## config.mk

```make
export PLATFORM = sky130hd
export DESIGN_NAME = frame_sampler
export DESIGN_NICKNAME = d
export VERILOG_FILES = /design/src/rtl/frame_sampler_pkg.sv /design/src/rtl/frame_sampler_counter.sv /design/src/rtl/frame_sampler.sv
export SDC_FILE = /design/constraint.sdc
export NUM_CORES = 1
export LEC_CHECK = 0
export ABC_AREA = 1
export CORE_MARGIN = 10
export CORE_UTILIZATION = 54
export CTS_CLUSTER_DIAMETER = 60
export CTS_CLUSTER_SIZE = 20
export DETAILED_ROUTE_END_ITERATION = 10
export GPL_ROUTABILITY_DRIVEN = 0
export GPL_TIMING_DRIVEN = 0
export PLACE_DENSITY = 0.79
export SKIP_CTS_REPAIR_TIMING = 1
export SLEW_MARGIN = 20
export SYNTH_ARGS = -nofsm -noshare
export SYNTH_HDL_FRONTEND = slang
export SYNTH_SLANG_ARGS = --single-unit
```

## constraint.sdc

```tcl
create_clock -name clk -period 2.5 [get_ports clk]
set_input_delay 0.25 -clock clk [delete_from_list [all_inputs] [get_ports clk]]
set_output_delay 0.25 -clock clk [all_outputs]
set_load 0.03 [all_outputs]
```

## src/rtl/frame_sampler_pkg.sv

```systemverilog
// Shared state encoding and derived constants for the oversampling receiver.
package frame_sampler_pkg;

    typedef enum logic [2:0] {
        S_IDLE,
        S_START,
        S_DATA,
        S_PARITY,
        S_STOP
    } state_e;

    function automatic int mid_cnt(input int osr);
        return osr / 2 - 1;
    endfunction

    function automatic int cnt_w(input int osr);
        return $clog2(osr);
    endfunction

    function automatic int idx_w(input int bits);
        return $clog2(bits + 1);
    endfunction

endpackage

```

## src/rtl/frame_sampler_counter.sv

```systemverilog
// Sample counter within one bit period; reports the bit boundary as wrap.
module osr_counter #(
    parameter int MAX = 16,
    parameter int W   = 4
) (
    input  logic         clk,
    input  logic         rst,
    input  logic         en_i,
    input  logic         clr_i,
    output logic [W-1:0] count_o,
    output logic         wrap_o
);

    logic [W-1:0] cnt_q, cnt_d;

    assign wrap_o  = en_i && (cnt_q == W'(MAX - 1));
    assign count_o = cnt_q;

    always_comb begin
        cnt_d = cnt_q;
        if (clr_i || wrap_o) begin
            cnt_d = '0;
        end else if (en_i) begin
            cnt_d = cnt_q + 1'b1;
        end
    end

    always_ff @(posedge clk) begin
        if (rst) begin
            cnt_q <= '0;
        end else begin
            cnt_q <= cnt_d;
        end
    end

endmodule

```

## src/rtl/frame_sampler.sv

```systemverilog
// Oversampling UART-style frame receiver with 3-sample majority voting.
module frame_sampler
    import frame_sampler_pkg::*;
#(
    parameter int OSR        = 16,
    parameter int DATA_BITS  = 8,
    parameter int PARITY_EN  = 0,
    parameter int PARITY_ODD = 0,
    parameter int STOP_BITS  = 1
) (
    input  logic                              clk,
    input  logic                              rst,
    input  logic                              rxIn,
    output logic [cnt_w(OSR)-1:0]             bitProgress,
    output logic [idx_w(DATA_BITS)-1:0]       bitIndex,
    output logic                              busy,
    output logic                              sampleStrobe,
    output logic                              bitValue,
    output logic [DATA_BITS-1:0]              dataOut,
    output logic                              frameDone,
    output logic                              frameErr,
    output logic                              parityErr
);

    localparam int CNT_W = cnt_w(OSR);
    localparam int IDX_W = idx_w(DATA_BITS);
    localparam int M     = mid_cnt(OSR);

    localparam logic [CNT_W-1:0] DEC_CNT   = CNT_W'(M + 1);
    localparam logic [IDX_W-1:0] LAST_IDX  = IDX_W'(DATA_BITS - 1);
    localparam logic             LAST_STOP = (STOP_BITS == 2);
    localparam logic             ODD       = (PARITY_ODD != 0);

    state_e                 state_q, state_d;
    logic [IDX_W-1:0]       bidx_q, bidx_d;
    logic [DATA_BITS-1:0]   shadow_q, shadow_d;
    logic                   fflag_q, fflag_d;
    logic                   pflag_q, pflag_d;
    logic                   stop_q, stop_d;
    logic [1:0]             smp_q;
    logic [DATA_BITS-1:0]   data_q, data_d;
    logic                   ferr_q, ferr_d;
    logic                   perr_q, perr_d;
    logic                   done_q, done_d;
    logic                   strobe_q, bitval_q;

    logic [CNT_W-1:0]       cnt;
    logic                   wrap;
    logic [2:0]             win;
    logic                   vote;
    logic                   dec;

    osr_counter #(
        .MAX (OSR),
        .W   (CNT_W)
    ) u_cnt (
        .clk     (clk),
        .rst     (rst),
        .en_i    (state_q != S_IDLE),
        .clr_i   (state_d == S_IDLE),
        .count_o (cnt),
        .wrap_o  (wrap)
    );

    // Window holds samples at counts M-1, M and the current one (M+1).
    assign win  = {smp_q, rxIn};
    assign vote = (win[0] & win[1]) | (win[0] & win[2]) | (win[1] & win[2]);
    assign dec  = (state_q != S_IDLE) && (cnt == DEC_CNT);

    always_comb begin
        state_d  = state_q;
        bidx_d   = bidx_q;
        shadow_d = shadow_q;
        fflag_d  = fflag_q;
        pflag_d  = pflag_q;
        stop_d   = stop_q;
        data_d   = data_q;
        ferr_d   = ferr_q;
        perr_d   = perr_q;
        done_d   = 1'b0;
        unique case (state_q)
            S_IDLE: begin
                bidx_d = '0;
                if (!rxIn) begin
                    state_d = S_START;
                    fflag_d = 1'b0;
                    pflag_d = 1'b0;
                    stop_d  = 1'b0;
                end
            end
            S_START: begin
                if (dec && vote) begin
                    state_d = S_IDLE;
                end else if (wrap) begin
                    state_d = S_DATA;
                    bidx_d  = '0;
                end
            end
            S_DATA: begin
                if (dec) begin
                    for (int i = 0; i < DATA_BITS; i++) begin
                        if (bidx_q == IDX_W'(i)) shadow_d[i] = vote;
                    end
                end
                if (wrap) begin
                    bidx_d = bidx_q + 1'b1;
                    if (bidx_q == LAST_IDX) begin
                        state_d = (PARITY_EN != 0) ? S_PARITY : S_STOP;
                    end
                end
            end
            S_PARITY: begin
                if (dec) pflag_d = ((^shadow_q) ^ vote) != ODD;
                if (wrap) state_d = S_STOP;
            end
            S_STOP: begin
                if (dec) begin
                    if (!vote) fflag_d = 1'b1;
                    // Last stop bit: finish at the decision, not the wrap.
                    if (stop_q == LAST_STOP) begin
                        state_d = S_IDLE;
                        data_d  = shadow_q;
                        ferr_d  = fflag_q | ~vote;
                        perr_d  = pflag_q;
                        done_d  = 1'b1;
                    end
                end else if (wrap) begin
                    stop_d = 1'b1;
                end
            end
            default: state_d = S_IDLE;
        endcase
    end

    always_ff @(posedge clk) begin
        if (rst) begin
            state_q  <= S_IDLE;
            bidx_q   <= '0;
            shadow_q <= '0;
            fflag_q  <= 1'b0;
            pflag_q  <= 1'b0;
            stop_q   <= 1'b0;
            smp_q    <= '0;
            data_q   <= '0;
            ferr_q   <= 1'b0;
            perr_q   <= 1'b0;
            done_q   <= 1'b0;
            strobe_q <= 1'b0;
            bitval_q <= 1'b0;
        end else begin
            state_q  <= state_d;
            bidx_q   <= bidx_d;
            shadow_q <= shadow_d;
            fflag_q  <= fflag_d;
            pflag_q  <= pflag_d;
            stop_q   <= stop_d;
            smp_q    <= win[1:0];
            data_q   <= data_d;
            ferr_q   <= ferr_d;
            perr_q   <= perr_d;
            done_q   <= done_d;
            strobe_q <= dec;
            if (dec) bitval_q <= vote;
        end
    end

    assign bitProgress  = cnt;
    assign bitIndex     = bidx_q;
    assign busy         = (state_q != S_IDLE);
    assign sampleStrobe = strobe_q;
    assign bitValue     = bitval_q;
    assign dataOut      = data_q;
    assign frameDone    = done_q;
    assign frameErr     = ferr_q;
    assign parityErr    = perr_q;

endmodule

```

==> images/clocks.png <==
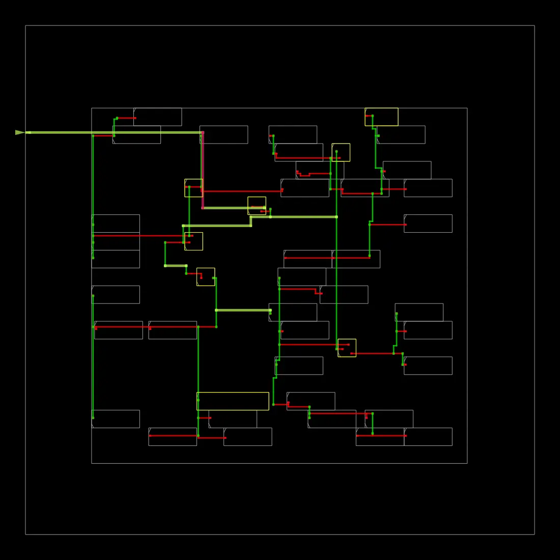
clock sink count: 37
total CTS buffers: 5
Power Clock: 0.444 mW

==> images/wires.png <==
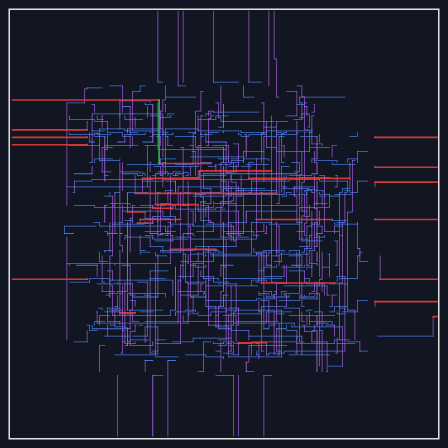
metal 2 -> purple  # wire length 1780 µm
metal 4 -> green  # wire length 11.6 µm
metal 1 -> blue  # wire length 1680 µm
metal 3 -> red  # wire length 295 µm
vias after detailed routing: 1659
GRT Overall Usage: 12.8%
routed len/inst: 11.3 µm

==> impl_metrics.ini <==
; generated from flow reports
[outcome]
status = completed

[critical_path]
cp.depth = 3
crit_end = busy
critPathArrivalTime_ns = 1.69
cp.required_ns = 2.25
end_kind = primary output
rr_worst_depth = 9

[worst_hold_path]
min_to = smp_q[1]$_SDFF_PP0_

[yosys]
synth_seq_share_pct = 40.9

[layout]
nonClockBufferCount = 29
n_clock_buffer = 6
fill_cells = 279
clk_share_pct = 4.05
nMultiInputCombCells = 177

[route]
drc = 0

[global_routing]
grt_overflow_total = 0

[pwr]
comb_power_share_pct = 7.4
power.switching_mw = 0.267
power_leakage_nw = 0.911

[clock_tree]
cts-root-buf = clkbuf_4

[floorplan]
tap_cells = 44
core-area_um2 = 3130
==> images/logic_types.png <==
Scale bar: 20 µm.
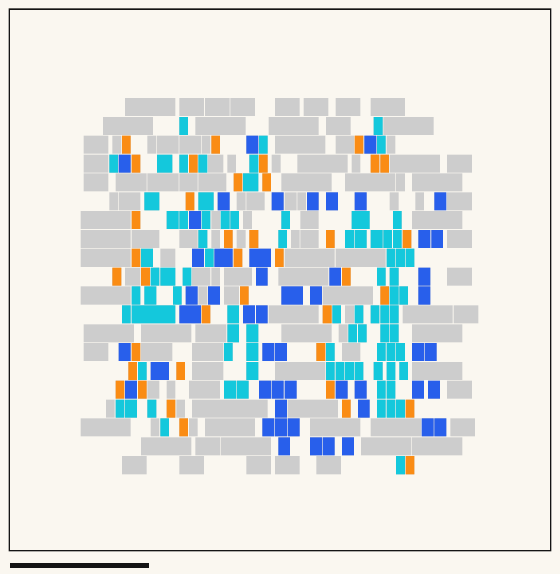
NAND gates -> cyan  # cells 83, most used nand2_1
inverters -> orange  # cells 38, most used inv_1
inverting AOI/OAI gates -> blue  # cells 51, most used a21oi_1
most numerous logic cell after layout: nand2_1
Final Non-Filler Cells: 333

==> images/flops_by_reg.png <==
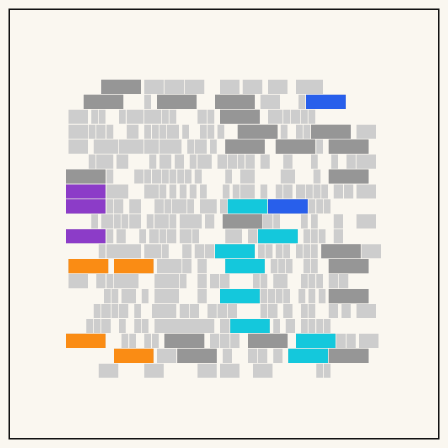
`state_q` -> purple  # sequential cells 3
`bitIndex` -> orange  # sequential cells 4
`smp_q` -> blue  # sequential cells 2
`shadow_q` -> cyan  # sequential cells 8
not coloured = 20
Flop area: 741 µm²
P_seq: 0.601 mW

Power is estimated from default activity; no workload was simulated.
